==> images/pdn.png <==
Scale bar: 10 µm. Pins as bars on the die edge.
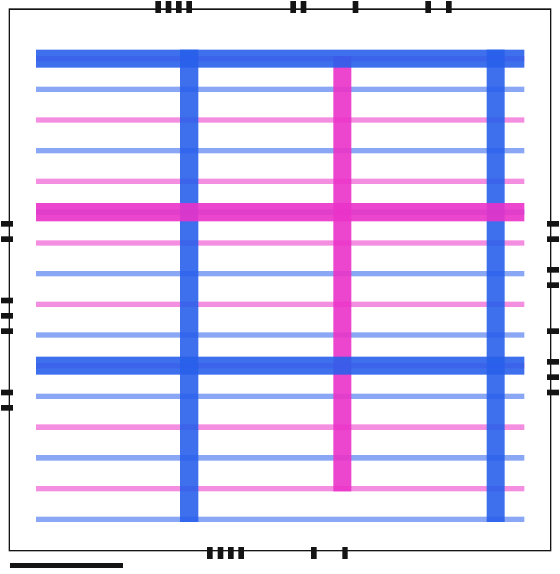
==> images/cell_classes.png <==
Scale bar: 10 µm.
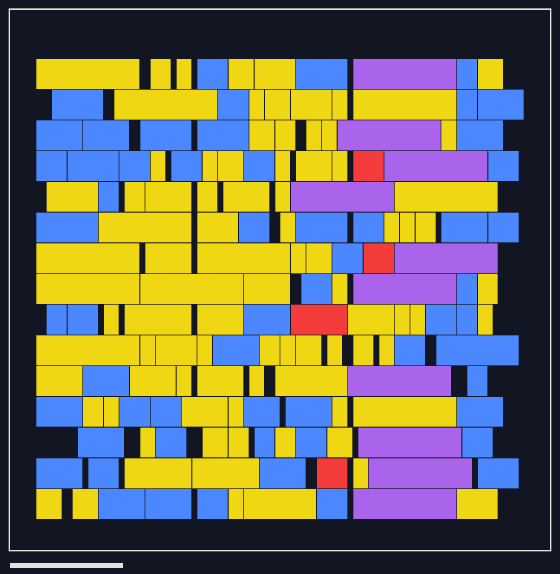
==> images/clock_map.png <==
Scale bar: 10 µm.
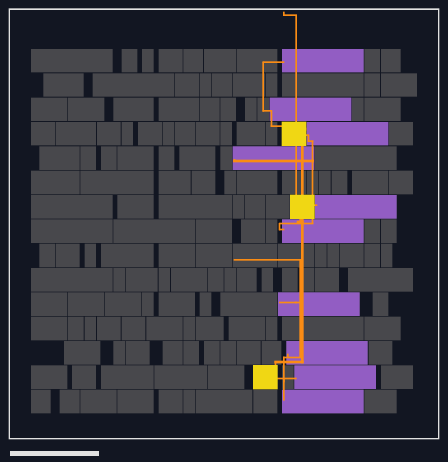
==> config.mk <==
export PLATFORM = sky130hd
export DESIGN_NAME = cla_flat
export DESIGN_NICKNAME = d
export VERILOG_FILES = /design/src/rtl/cla_if.sv /design/src/rtl/cla.sv /design/src/flat_wrapper.sv
export SDC_FILE = /design/constraint.sdc
export NUM_CORES = 1
export LEC_CHECK = 0
export ABC_AREA = 1
export CAP_MARGIN = 20
export CORE_MARGIN = 2
export CORE_UTILIZATION = 40
export CTS_CLUSTER_DIAMETER = 120
export DETAILED_ROUTE_END_ITERATION = 10
export GPL_TIMING_DRIVEN = 1
export PLACE_DENSITY = 0.81
export SETUP_SLACK_MARGIN = 0.02
export SLEW_MARGIN = 20
export SYNTH_ARGS = -nofsm -noshare
export SYNTH_HDL_FRONTEND = slang
export SYNTH_SLANG_ARGS = --single-unit
export TNS_END_PERCENT = 30
==> constraint.sdc <==
create_clock -name clk -period 1.15 [get_ports clk]
set_clock_uncertainty 0.15 [all_clocks]
set_input_delay 0.345 -clock clk [delete_from_list [all_inputs] [get_ports clk]]
set_output_delay 0.345 -clock clk [all_outputs]
set_load 0.01 [all_outputs]
==> run summary <==
impl run done, here's what came out: cell taking the most area after synthesis=dfrtp_1, Switching Share=35.7%, 1st-pass router iterations=4, sequential power share=27.8%, Synth Cell Area=768 µm², Post-synth mux share=0%, failing checks=setup timing, minimum clock period=1710 ps, Max stage delay on crit path=290 ps, fin worst setup slack=-558 ps, post-place instance area=1310 µm², critical path data arrival time=1720 ps, WP buf/inv=1, CP Capture Type=register, slowest CP cell=ha_4, dpl cells=175, Post-Layout Cell Count=184, hold_buf cts=0, initial antenna violation count=0, CTS buffer count=3, CP delay by family, top=simple AND/OR/NAND/NOR gates, Complex Gates by Area=about 4.6%, Max Slew Vio Count=0, period utilization=149%, overall power=1600 µW, Yosys reg bits=10, DRT antenna net count=0, critical path type=primary input to register, CTS clk-pin slew, worst paths=70 ps, Final Cell Area=around 1600 µm², Yosys chip area=768 µm², All-Layer GR Usage=between 20% and 30%, gr ovfl total=0, Flop Count=10, setup_tns=-4380 ps, post-CTS setup buffer count=2, vias in the first global route=between 900 and 1000, count leader, synth=nand2_1, critical path depth=12, Place WS=-1210 ps, and+or+nand+nor area frac=33.1%, Worst Hold Class=primary input to async pin, slack of the worst reg-to-reg path=approximately 90 ps, Detailed Place HPWL=1730 µm, Total Wirelength=3880 µm, gpl congestion=~0.83, layout net count=192, Hold WS=around 250 ps, Buffers excl. clock=57, final setup violation count=19, Largest logic family=simple AND/OR/NAND/NOR gates, crit-path cells=buf_6 > ha_4 > nand2_4 > nor2_4 > nand2_2 > nand3_4 > ha_4 > nand3_1 > nand4_1 > nand2_1 > nand3_2 > nand2_1, CTS tree=yes, RSZ-0062 raised after global routing=yes, met3 usage=4.15%, outcome=complete, but fails checks, Slew @ Worst Pin=255 ps, DRC errors left=0, clock-cell share of area=2.23%, crit start category=primary input, Filler cells=72, final-report hold violation count=0
About pdn.png:
legend:
  VSS:
    colour: blue
  VDD:
    colour: magenta
signal pins: 30
rows: 15
met5 straps: 3
met4 straps: 3
met1 rails: 16
Peak VDD IR: 622 µV
core area: 1760 µm²
die width: 47.8 µm
Die Ht: 47.8 µm

About cell_classes.png:
legend:
  other buffers and delay cells:
    colour: blue
    cells: 57
  clock drivers and dummy loads:
    colour: red
    cells: 4
  flip-flops:
    colour: purple
    cells: 10
  all other logic:
    colour: yellow
    cells: 88
Cell Rows: 15
Seq/total area: 15.4%

About clock_map.png:
legend:
  clock wires:
    colour: orange
    length: 129 µm
  cells driving clock nets:
    colour: yellow
    count: 3
  flip-flops:
    colour: purple
    count: 10
routed clock nets: 4
Clk. pwr: 323 µW
clk latency late pin: 270 ps
clock share of power: 20.2%

## per-layer routing
metal | vias up | share of wire [%]
met5 | - | 0
met4 | 0 | 5.3
met3 | 29 | 7.6
met2 | 96 | 51
met1 | 504 | 36
li1 | 444 | -
## placed cells by master, fill, tap and decap left out, types with 3 or more instances in the layout
cell type       instances
nand3_1                 6
nand2_1                21
o21ai_1                 5
nand2_4                 8
buf_4                  23
dfrtp_1                10
nand3_2                 5
buf_2                   6
clkbuf_4                3
inv_1                   7
dlymetal6s2s_1          6
ha_4                    9
nor2_1                  3
nand2_2                 7
buf_6                  16
## worst register-to-register path, stage by stage (launching register included)
cell     delay, ps
dfrtp_1        390
or2_2          280
nand2_1         90
inv_1           40
Power and IR drop assume default switching activity.
